--- src/rtl/cpu_run_monitor.sv ---
// cpu_run_monitor: run controller and end-of-program monitor for the
// single-cycle MIPS core. It holds the core in reset for a fixed number of
// cycles after a start request, then lets it run while counting cycles.
// A run ends on a store to the magic done address, on a PC self-loop or on
// a cycle timeout. The outcome is latched until the next start or reset.
module cpu_run_monitor #(
  parameter int unsigned              RESET_CYCLES   = 2,
  parameter int unsigned              TIMEOUT_CYCLES = 5000,
  parameter int unsigned              STALL_LIMIT    = 4,
  parameter int unsigned              ADDR_W         = 32,
  parameter int unsigned              DATA_W         = 32,
  parameter logic [ADDR_W-1:0]        DONE_ADDR      = 'h0000_00FC,
  parameter logic [DATA_W-1:0]        PASS_VALUE     = 'd1,
  parameter int unsigned              CNT_W          = 32
) (
  input  logic              clk,
  input  logic              reset,
  input  logic              start,
  input  logic [ADDR_W-1:0] pc,
  input  logic              mem_we,
  input  logic [ADDR_W-1:0] mem_addr,
  input  logic [DATA_W-1:0] mem_wdata,
  output logic              cpu_reset,
  output logic              running,
  output logic              done,
  output logic [2:0]        status,
  output logic [CNT_W-1:0]  cycle_count,
  output logic [DATA_W-1:0] result
);

  // Counter widths sized so each counter can hold its own terminal value.
  localparam int RST_W   = $clog2(RESET_CYCLES + 1);
  localparam int STALL_W = $clog2(STALL_LIMIT + 1);

  localparam logic [2:0] ST_NONE    = 3'd0;
  localparam logic [2:0] ST_PASS    = 3'd1;
  localparam logic [2:0] ST_FAIL    = 3'd2;
  localparam logic [2:0] ST_HALT    = 3'd3;
  localparam logic [2:0] ST_TIMEOUT = 3'd4;

  typedef enum logic [1:0] {
    IDLE,
    RST,
    RUN,
    DONE
  } state_e;

  state_e              state_q;
  logic                cpuReset_q;
  logic                running_q;
  logic                done_q;
  logic [2:0]          status_q;
  logic [CNT_W-1:0]    cycleCount_q;
  logic [DATA_W-1:0]   result_q;
  logic [RST_W-1:0]    rstCnt_q;
  logic [STALL_W-1:0]  stallCnt_q;
  logic [ADDR_W-1:0]   prevPc_q;
  logic                pcValid_q;

  logic [CNT_W-1:0]    cycleCount_d;
  logic [RST_W-1:0]    rstCnt_d;
  logic [STALL_W-1:0]  stallCnt_d;
  logic [2:0]          status_d;
  logic                storeHit;
  logic                haltHit;
  logic                timeoutHit;
  logic                terminate;

  // Next counter values and the prioritised termination verdict for a RUN cycle.
  always_comb begin
    cycleCount_d = (&cycleCount_q) ? cycleCount_q : cycleCount_q + CNT_W'(1);
    rstCnt_d     = rstCnt_q + RST_W'(1);
    stallCnt_d   = (pcValid_q && (pc == prevPc_q)) ? stallCnt_q + STALL_W'(1) : '0;
    storeHit     = mem_we && (mem_addr == DONE_ADDR);
    haltHit      = (stallCnt_d == STALL_W'(STALL_LIMIT));
    timeoutHit   = (cycleCount_d == CNT_W'(TIMEOUT_CYCLES));
    status_d     = ST_NONE;
    if (storeHit) begin
      status_d = (mem_wdata == PASS_VALUE) ? ST_PASS : ST_FAIL;
    end else if (haltHit) begin
      status_d = ST_HALT;
    end else if (timeoutHit) begin
      status_d = ST_TIMEOUT;
    end
    terminate = (status_d != ST_NONE);
  end

  // Run-control state machine; every output is a register written here.
  always_ff @(posedge clk) begin
    if (!reset) begin
      state_q      <= IDLE;
      cpuReset_q   <= 1'b1;
      running_q    <= 1'b0;
      done_q       <= 1'b0;
      status_q     <= ST_NONE;
      cycleCount_q <= '0;
      result_q     <= '0;
      rstCnt_q     <= '0;
      stallCnt_q   <= '0;
      prevPc_q     <= '0;
      pcValid_q    <= 1'b0;
    end else begin
      case (state_q)
        IDLE: begin
          cpuReset_q <= 1'b1;
          running_q  <= 1'b0;
          done_q     <= 1'b0;
          if (start) begin
            state_q      <= RST;
            rstCnt_q     <= '0;
            cycleCount_q <= '0;
            status_q     <= ST_NONE;
            result_q     <= '0;
          end
        end

        RST: begin
          cpuReset_q <= 1'b1;
          if (rstCnt_q == RST_W'(RESET_CYCLES)) begin
            state_q    <= RUN;
            cpuReset_q <= 1'b0;
            running_q  <= 1'b1;
            pcValid_q  <= 1'b0;
            stallCnt_q <= '0;
          end else begin
            rstCnt_q <= rstCnt_d;
          end
        end

        RUN: begin
          cycleCount_q <= cycleCount_d;
          prevPc_q     <= pc;
          pcValid_q    <= 1'b1;
          stallCnt_q   <= stallCnt_d;
          if (terminate) begin
            state_q    <= DONE;
            status_q   <= status_d;
            cpuReset_q <= 1'b1;
            running_q  <= 1'b0;
            done_q     <= 1'b1;
            if (storeHit) begin
              result_q <= mem_wdata;
            end
          end
        end

        DONE: begin
          cpuReset_q <= 1'b1;
          running_q  <= 1'b0;
          if (start) begin
            state_q      <= RST;
            rstCnt_q     <= '0;
            done_q       <= 1'b0;
            status_q     <= ST_NONE;
            result_q     <= '0;
            cycleCount_q <= '0;
          end
        end

        default: begin
          state_q <= IDLE;
        end
      endcase
    end
  end

  assign cpu_reset   = cpuReset_q;
  assign running     = running_q;
  assign done        = done_q;
  assign status      = status_q;
  assign cycle_count = cycleCount_q;
  assign result      = result_q;

endmodule
--- config.mk ---
export PLATFORM = sky130hd
export DESIGN_NAME = cpu_run_monitor
export DESIGN_NICKNAME = d
export VERILOG_FILES = /design/src/rtl/cpu_run_monitor.sv
export SDC_FILE = /design/constraint.sdc
export NUM_CORES = 1
export LEC_CHECK = 0
export CORE_ASPECT_RATIO = 0.75
export CORE_MARGIN = 3
export CORE_UTILIZATION = 49
export DETAILED_ROUTE_END_ITERATION = 8
export MAX_ROUTING_LAYER = met4
export PLACE_DENSITY = 0.82
export SLEW_MARGIN = 20
export SYNTH_ARGS = -nofsm -noshare
export SYNTH_HDL_FRONTEND = slang
export SYNTH_SLANG_ARGS = --single-unit
--- constraint.sdc ---
create_clock -name clk -period 3.5 [get_ports clk]
set_input_delay 0.875 -clock clk [delete_from_list [all_inputs] [get_ports clk]]
set_output_delay 0.875 -clock clk [all_outputs]
set_load 0.05 [all_outputs]
==> run notes, run 1 <==
Implementation numbers.

- The flow ran to the end, and the final reports show no timing, DRC or antenna violations.
- The maximum frequency from static timing analysis reads 299.7 MHz.
- The maximum root-to-sink buffer count is 2.
- Summing the areas of all fa, ha and maj instances in the mapped netlist gives 1.417% of the synthesized area.
- The wire length the detailed router placed on met1 is ~8 mm.
- The number of OpenROAD warnings reads 29.
- The number of buffers and inverters on the critical path is 0.
- The routing usage on met1 is 36.17%.
- A synthesized cell averages 8.330 um^2.
- The chip area line of the yosys report reads 6181 um^2.
- After legalization and detailed placement, the total HPWL measured 14.29 mm.
- The total number of tap cells is 162.
- The number of buffers added to fix hold violations after cts reads 0.
- The ratio of cells with drive above 1 in the final layout reads between 10% and 20%.
- The parity-gate share of the synthesized area counting xor and xnor cells is 5.810%.
- The synthesized instance count is ~740.
- For this run, the share of the core covered by cells in the final layout is slightly above 70%.
- The share of the yosys chip area belonging to registers reads a little over a third.
- The die area reads 14010 um^2.
- The TritonCTS clock tree reads done.
- The yosys stat cell total reads about 740.
- The clock sink count is ~110.
- The number of global-route vias before repair came to 6059.
- CTS placed an instance of sky130_fd_sc_hd__clkbuf_16 at the clock tree root.
- Timing analysis after detailed placement gives a worst setup slack of 0.07911 ns.
- STA reports a reg2reg setup slack of about 0.16 ns.
- The max capacitance violation total is 0.
- In this run the cell area of the synthesized design comes to 6181 um^2.
- Global routing used 42.74% of the available met2 tracks.
- The proportion of register bits with asynchronous set or reset after synthesis is 0%.
- The instance count on the critical path reads 9.
- The final worst-path cycle share reads 95.34%.
- The non-clock buffer instance count of the final layout is 197.
- The tightest slew margin relative to the limit reads 50.78%.
- The relative area of clock buffers and inverters in the final design reads 3.629%.
- The final critical-path required period is 3.337 ns.
- The met3 usage in global routing is about 7.5%.
- The die boundary width reads 135.7 um.
- The hold path startpoint is result[26]$_SDFFE_PN0P_.
- STA classifies the critical path endpoint as a register.
- The data arrival time of the critical path reads 3.57 ns.
- The count of final hold-check violations reads 0.
- The biggest slice of the area belongs to multi-input combinational cells.
- According to the floorplan report, the die height is 103.3 um.
- The end of the worst register-to-register path reads state_q[1]$_SDFFE_PN0P_.
## run 1: synthesized netlist by cell type (5+ instances only)
master / count / area share, %
sky130_fd_sc_hd__a22oi_1: 7 / 0.85
sky130_fd_sc_hd__clkbuf_1: 32 / 1.9
sky130_fd_sc_hd__inv_1: 11 / 0.67
sky130_fd_sc_hd__or3_1: 15 / 1.5
sky130_fd_sc_hd__a31oi_1: 11 / 1.1
sky130_fd_sc_hd__nand4_1: 25 / 2.5
sky130_fd_sc_hd__and3_1: 7 / 0.71
sky130_fd_sc_hd__nand2_1: 77 / 4.7
sky130_fd_sc_hd__dfxtp_1: 110 / 36
sky130_fd_sc_hd__nor3_1: 15 / 1.2
sky130_fd_sc_hd__nand3_1: 14 / 1.1
sky130_fd_sc_hd__xor2_1: 5 / 0.71
sky130_fd_sc_hd__o22ai_1: 6 / 0.61
sky130_fd_sc_hd__nor4_1: 18 / 1.8
sky130_fd_sc_hd__o31ai_1: 5 / 0.61
sky130_fd_sc_hd__nor4b_1: 5 / 0.71
sky130_fd_sc_hd__or3b_2: 32 / 4.5
sky130_fd_sc_hd__and2_1: 7 / 0.71
sky130_fd_sc_hd__mux2i_1: 41 / 6.6
sky130_fd_sc_hd__ha_1: 7 / 1.4
sky130_fd_sc_hd__and4_1: 6 / 0.85
sky130_fd_sc_hd__buf_2: 6 / 0.49
sky130_fd_sc_hd__nand2b_1: 6 / 0.61
sky130_fd_sc_hd__xnor2_1: 36 / 5.1
sky130_fd_sc_hd__a21oi_1: 62 / 5.0
sky130_fd_sc_hd__o21ai_0: 24 / 1.9
sky130_fd_sc_hd__nor2_1: 78 / 4.7
## run 1: power breakdown
part	internal [W]	switching, W	total, W
combinational	0.000730	0.00115	0.00188
sequential	0.00141	0.000104	0.00151
clock	0.000580	0.000477	0.00106
total	0.00272	0.00173	0.00445
Run 1, wiring by layer:
Bar = 50 um. Only two layers are drawn.
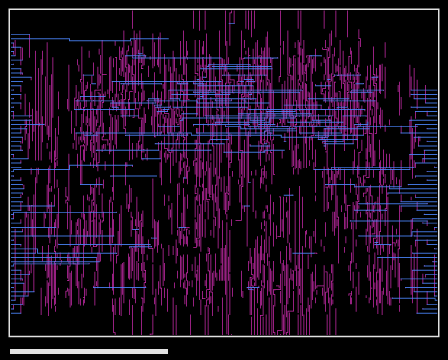
| colour | layer | wire length |
|---|---|---|
| magenta | metal 2 | 8400 um |
| blue | metal 3 | 2240 um |
routed length per instance: 17.78 um
total vias in the final route: 6368
all-layer global routing usage: 27.58%
aggregate routed wire length: 19.01 mm

Run 1, clock wiring as the flow saved it:
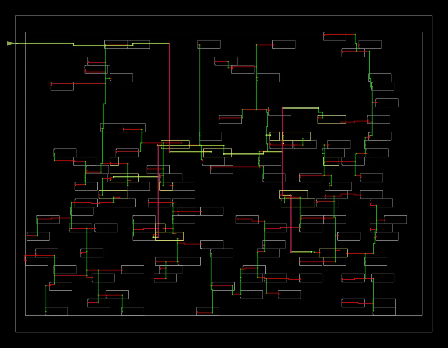
clock buf count: 10
clock-net power: 0.00106 W
total CTS buffers: 9
clock tree skew after final layout: 0.01160 ns
Clk Latency, worst-skew pair: 0.35 ns

Run 1, register map, names as in the netlist:
Bar = 50 um.
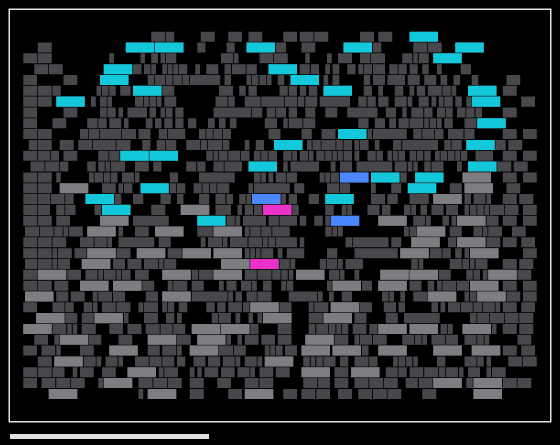
| colour | signal | placed flops |
|---|---|---|
| blue | `status` | 3 |
| cyan | `cycle_count` | 32 |
| magenta | `state_q` | 2 |

Run 1, cells coloured by class:
Fill, decap, tap and diode cells in grey.
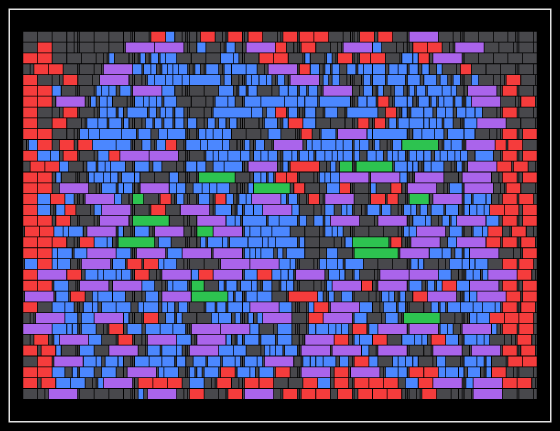
| colour | class | cells | share of their area |
|---|---|---|---|
| red | remaining buffers and delay cells | 197 | 23% |
| purple | sequential cells | 110 | 27% |
| blue | combinational and other logic | 585 | 46% |
| green | clock drivers and dummy loads | 15 | 3.7% |
fin area: 8412 um^2
number of core rows: 34
Seq area share: 26.18%
placeable core region: 11950 um^2

==> inputs of run 2 (changes only) <==
--- a/config.mk
+++ b/config.mk
@@ -8,6 +8,7 @@
 export CORE_ASPECT_RATIO = 0.75
 export CORE_MARGIN = 3
 export CORE_UTILIZATION = 49
+export CTS_CLUSTER_SIZE = 40
 export DETAILED_ROUTE_END_ITERATION = 8
 export MAX_ROUTING_LAYER = met4
 export PLACE_DENSITY = 0.82
Run 2, wiring by layer:
Bar = 50 um. Only two layers are drawn.
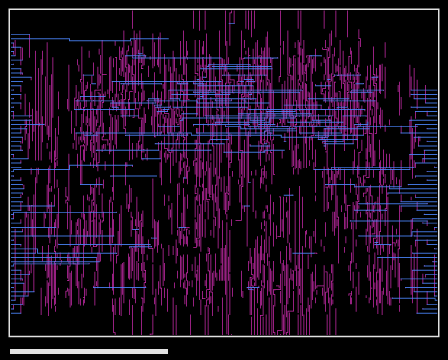
| colour | layer | wire length |
|---|---|---|
| magenta | metal 2 | 8400 um |
| blue | metal 3 | 2240 um |

==> run 2 against run 1 <==
Compared with the run above:
- die area did not move
- critical endpoint unchanged
- register-to-register slack about the same
- setup slack unchanged
- sequential share of layout area is the same
- largest cell class unchanged
- critical path type unchanged
- utilization did not move
- fmax unchanged
- routed wire length unchanged
==> run notes, run 2 <==
Implementation numbers.

- The clock latency on the worst-skew pair came to 0.35 ns (about the same).
- The final worst-path cycle share reads 95.34% (unchanged).
- The sequential share of power reads 34.0% (about the same).
- The number of global-route vias before repair is 6059 (unchanged).
- The proportion of register bits with asynchronous set or reset after synthesis reads 0% (unchanged).
- The tightest slew margin relative to the limit is 50.78% (unchanged).
- The number of OpenROAD warnings is 29 (unchanged).
- The proportion of power drawn by the clock network was 23.8% (about the same).
- The die height was 103.3 um (unchanged).
- The combinational share of power was 42.3% (about the same).
- Cell types occupying the most area after synthesis: sky130_fd_sc_hd__dfxtp_1 36%, sky130_fd_sc_hd__mux2i_1 6.6%, sky130_fd_sc_hd__xnor2_1 5.1% (unchanged).
- The detailed placement HPWL reads 14.29 mm (unchanged).
- The placement row count is 34 (unchanged).
- The area of the mapped netlist came to 6181 um^2 (unchanged).
- The number of buffers added by the clock tree synthesis step came to 9 (unchanged).
- Run status: completed (unchanged).
- Most instantiated cells after synthesis: 110 x sky130_fd_sc_hd__dfxtp_1, 78 x sky130_fd_sc_hd__nor2_1, 77 x sky130_fd_sc_hd__nand2_1 (unchanged).
- The average size of a mapped cell reads 8.330 um^2 (unchanged).
- The die boundary width is 135.7 um (unchanged).
- The kind of capture point of the worst setup path is a register (unchanged).
- The share of the yosys chip area belonging to registers is 35.63% (unchanged).
- The share of the synthesized area in the top cell type came to 35.63% (unchanged).
- The TritonCTS clock tree is done (unchanged).
- The adder-cell share of the synthesized area is 1.417% (unchanged).
- The chip area line of the yosys report reads 6181 um^2 (unchanged).
- The yosys stat cell total was 742 (unchanged).
- The net switching power figure is 0.001733 W (unchanged).
- The post-route cell area is 8412 um^2 (unchanged).
- The library cell occupying the most area in the post-synthesis netlist is sky130_fd_sc_hd__dfxtp_1 (unchanged).
- The maximum root-to-sink buffer count reads 2 (unchanged).
- The final critical-path required period is 3.337 ns (unchanged).
- The internal cell power is 0.002719 W (unchanged).
- The instance count of the mapped netlist reads 742 (unchanged).
- The root buffer cell was sky130_fd_sc_hd__clkbuf_16 (unchanged).
- The worst-case clock skew is 0.01160 ns (unchanged).
Run 2, register map, names as in the netlist:
Bar = 50 um.
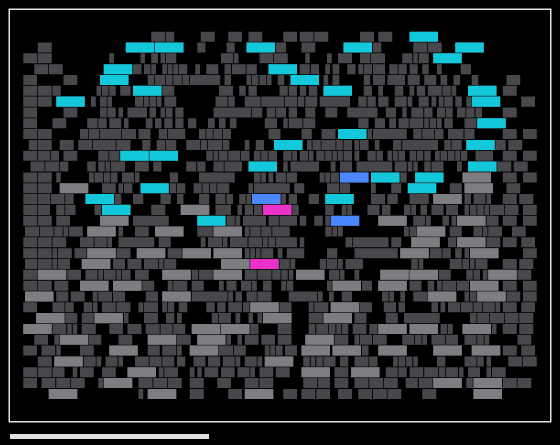
| colour | signal | placed flops |
|---|---|---|
| magenta | `state_q` | 2 |
| cyan | `cycle_count` | 32 |
| blue | `status` | 3 |
register area: 2202 um^2
post-route core utilization: 70.37%
Sequential Power: 0.00151 W

run 2: cell counts after synthesis:
No cell type changed its count.
run 2: path summary, 6_finish.rpt:
check                           depth (start not counted)                        start                      end
worst min-delay path                                    2      result[26]$_SDFFE_PN0P_  result[26]$_SDFFE_PN0P_
worst max register to register                          9  cycle_count[2]$_SDFFE_PN0P_  state_q[1]$_SDFFE_PN0P_
worst min register to register                          2      result[26]$_SDFFE_PN0P_  result[26]$_SDFFE_PN0P_
worst max-delay path                                    9  cycle_count[2]$_SDFFE_PN0P_  state_q[1]$_SDFFE_PN0P_
run 2: layout make-up:
| class | count | area, um^2 | area share [%] |
|---|---|---|---|
| timing repair buffer | 197 | 1927 | 22.91 |
| multi-input combinational | 573 | 3730 | 44.34 |
| inverter | 12 | 45.04 | 0.5355 |
| tap | 162 | 202.7 | 2.410 |
| clock inverter | 5 | 66.31 | 0.7883 |
| clock buffer | 10 | 239.0 | 2.841 |
| sequential | 110 | 2202 | 26.18 |
run 2: metal layers:
| layer | track usage (%) | share of wire, % | vias up | wire length (um) |
|---|---|---|---|---|
| met5 | - | 0 | - | 0 |
| met4 | 6.816 | 1.9 | 0 | 353 |
| met3 | 7.495 | 12 | 44 | 2235 |
| met2 | 42.74 | 44 | 355 | 8395 |
| met1 | 36.17 | 42 | 2959 | 8020 |
| li1 | - | - | 3010 | - |
run 2: power by group through the flow:
stage / clock network [W] / logic (W) / registers [W]
2_1_floorplan: 0 / 0.000985 / 0.00178
3_3_place_gp: 0 / 0.00180 / 0.00153
3_5_place_dp: 0 / 0.00186 / 0.00154
4_1_cts: 0.00107 / 0.00187 / 0.00151
5_1_grt: 0.00112 / 0.00203 / 0.00153
6_report: 0.00106 / 0.00188 / 0.00151
==> inputs of run 3 (changes only) <==
--- a/config.mk
+++ b/config.mk
@@ -5,6 +5,7 @@
 export SDC_FILE = /design/constraint.sdc
 export NUM_CORES = 1
 export LEC_CHECK = 0
+export CAP_MARGIN = 20
 export CORE_ASPECT_RATIO = 0.75
 export CORE_MARGIN = 3
 export CORE_UTILIZATION = 49
Run 3, clock distribution:
Bar = 50 um.
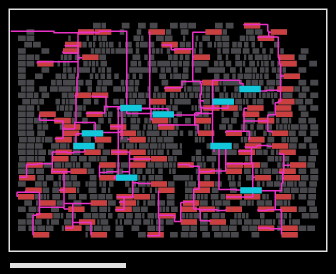
[magenta] clock wires | length: 1280 um
[cyan] clock drivers | count: 9
[red] flip-flops | count: 110
flops lie: spread over the die
routed clock nets: 10
portion of total power attributed to the clock network: 23.8%

==> run 3 against run 2 <==
Compared with the run above:
- fmax stayed put
- sequential power hardly changed
- flip-flop count stayed put
- sequential share of layout area stayed put
- power stayed put
- critical path depth stayed put
- register-to-register slack hardly changed
- global-route usage stayed put
- largest power group unchanged
- highest routed layer unchanged
==> run notes, run 3 <==
Implementation numbers.

- The logic area is 3730 um^2 (unchanged).
- The root buffer cell is sky130_fd_sc_hd__clkbuf_16 (unchanged).
- The chip area line of the yosys report reads 6181 um^2 (unchanged).
- The die area came to 14010 um^2 (unchanged).
- The die boundary width is 135.7 um (unchanged).
- The combinational share of power is 42.3% (about the same).
- The most repeated cell in the gate-level netlist after synthesis was sky130_fd_sc_hd__dfxtp_1 (unchanged).
- The final core utilization came to 70.37% (unchanged).
- The overall routing resource usage is 27.58% (unchanged).
- The proportion of total power due to net switching is 38.93% (unchanged).
- Run status: completed (unchanged).
- The parity-gate share of the synthesized area counting xor and xnor cells is 5.810% (unchanged).
- The via total after detailed routing is 6368 (unchanged).
- The post-route cell area reads 8412 um^2 (unchanged).
- The number of buffers added by the clock tree synthesis step reads 9 (unchanged).
- The die height reads 103.3 um (unchanged).
- The final wirelength is 19.01 mm (unchanged).
- The placement row count reads 34 (unchanged).
- The data arrival time of the critical path is 3.57 ns (about the same).
- The top power consumer group is combinational cells (unchanged).
- The worst-case clock skew is 0.01160 ns (unchanged).
- The total area of sequential cells came to 2202 um^2 (unchanged).
- The library cell occupying the most area in the post-synthesis netlist reads sky130_fd_sc_hd__dfxtp_1 (unchanged).
- The number of global-route vias before repair came to 6059 (unchanged).
- Cell types occupying the most area after synthesis: sky130_fd_sc_hd__dfxtp_1 36%, sky130_fd_sc_hd__mux2i_1 6.6%, sky130_fd_sc_hd__xnor2_1 5.1% (unchanged).
Run 3, wiring by layer:
Bar = 50 um. Only two layers are drawn.
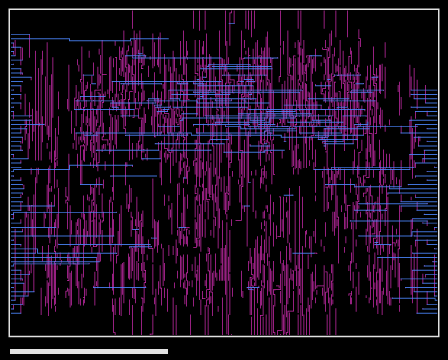
| colour | layer | wire length |
|---|---|---|
| magenta | metal 2 | 8400 um |
| blue | metal 3 | 2240 um |

==> run 3: cell counts after synthesis <==
No cell type changed its count.
==> run 3: path summary, 6_finish.rpt <==
path                               startpoint                 endpoint  slack [ns]  cells after the start
setup / recovery  cycle_count[2]$_SDFFE_PN0P_  state_q[1]$_SDFFE_PN0P_        0.16                      9
hold / removal        result[26]$_SDFFE_PN0P_  result[26]$_SDFFE_PN0P_        0.46                      2
setup reg to reg  cycle_count[2]$_SDFFE_PN0P_  state_q[1]$_SDFFE_PN0P_        0.16                      9
hold reg to reg       result[26]$_SDFFE_PN0P_  result[26]$_SDFFE_PN0P_        0.46                      2
==> run 3: logic make-up (layout without fill, tap and decap cells) <==
kind of cell	count (synthesis)	in the layout
simple gates	338	338
compound gates	146	146
flops	110	110
buf+inv	59	224
xor+xnor	41	41
mux	41	41
fa+ha+maj	7	7
==> run 3: per-stage QoR <==
| stage | cells | setup WS, ns |
|---|---|---|
| 6_report | 1069 | 0.1631 |
| 5_1_grt | 1069 | 0.01831 |
| 4_1_cts | 1069 | 0.2711 |
| 3_5_place_dp | 1054 | 0.07911 |
| 3_3_place_gp | 1054 | 0.1676 |
| 2_1_floorplan | 742 | 0.1789 |
==> run 3: layer usage <==
| layer | global-route usage [%] | up-vias | wire [um] |
|---|---|---|---|
| met3 | 7.495 | 44 | 2235 |
| met2 | 42.74 | 355 | 8395 |
| met5 | - | - | 0 |
| met1 | 36.17 | 2959 | 8020 |
| met4 | 6.816 | 0 | 353 |
| li1 | - | 3010 | - |
==> run 3: final cells by class <==
cell class / count / area share (%)
repair buffers: 197 / 22.91
clock inverters: 5 / 0.7883
flip-flops and latches: 110 / 26.18
multi-input cells: 573 / 44.34
well taps: 162 / 2.410
clock buffers: 10 / 2.841
inverters: 12 / 0.5355
No activity file was given, so power comes from the tool's default toggle rates.
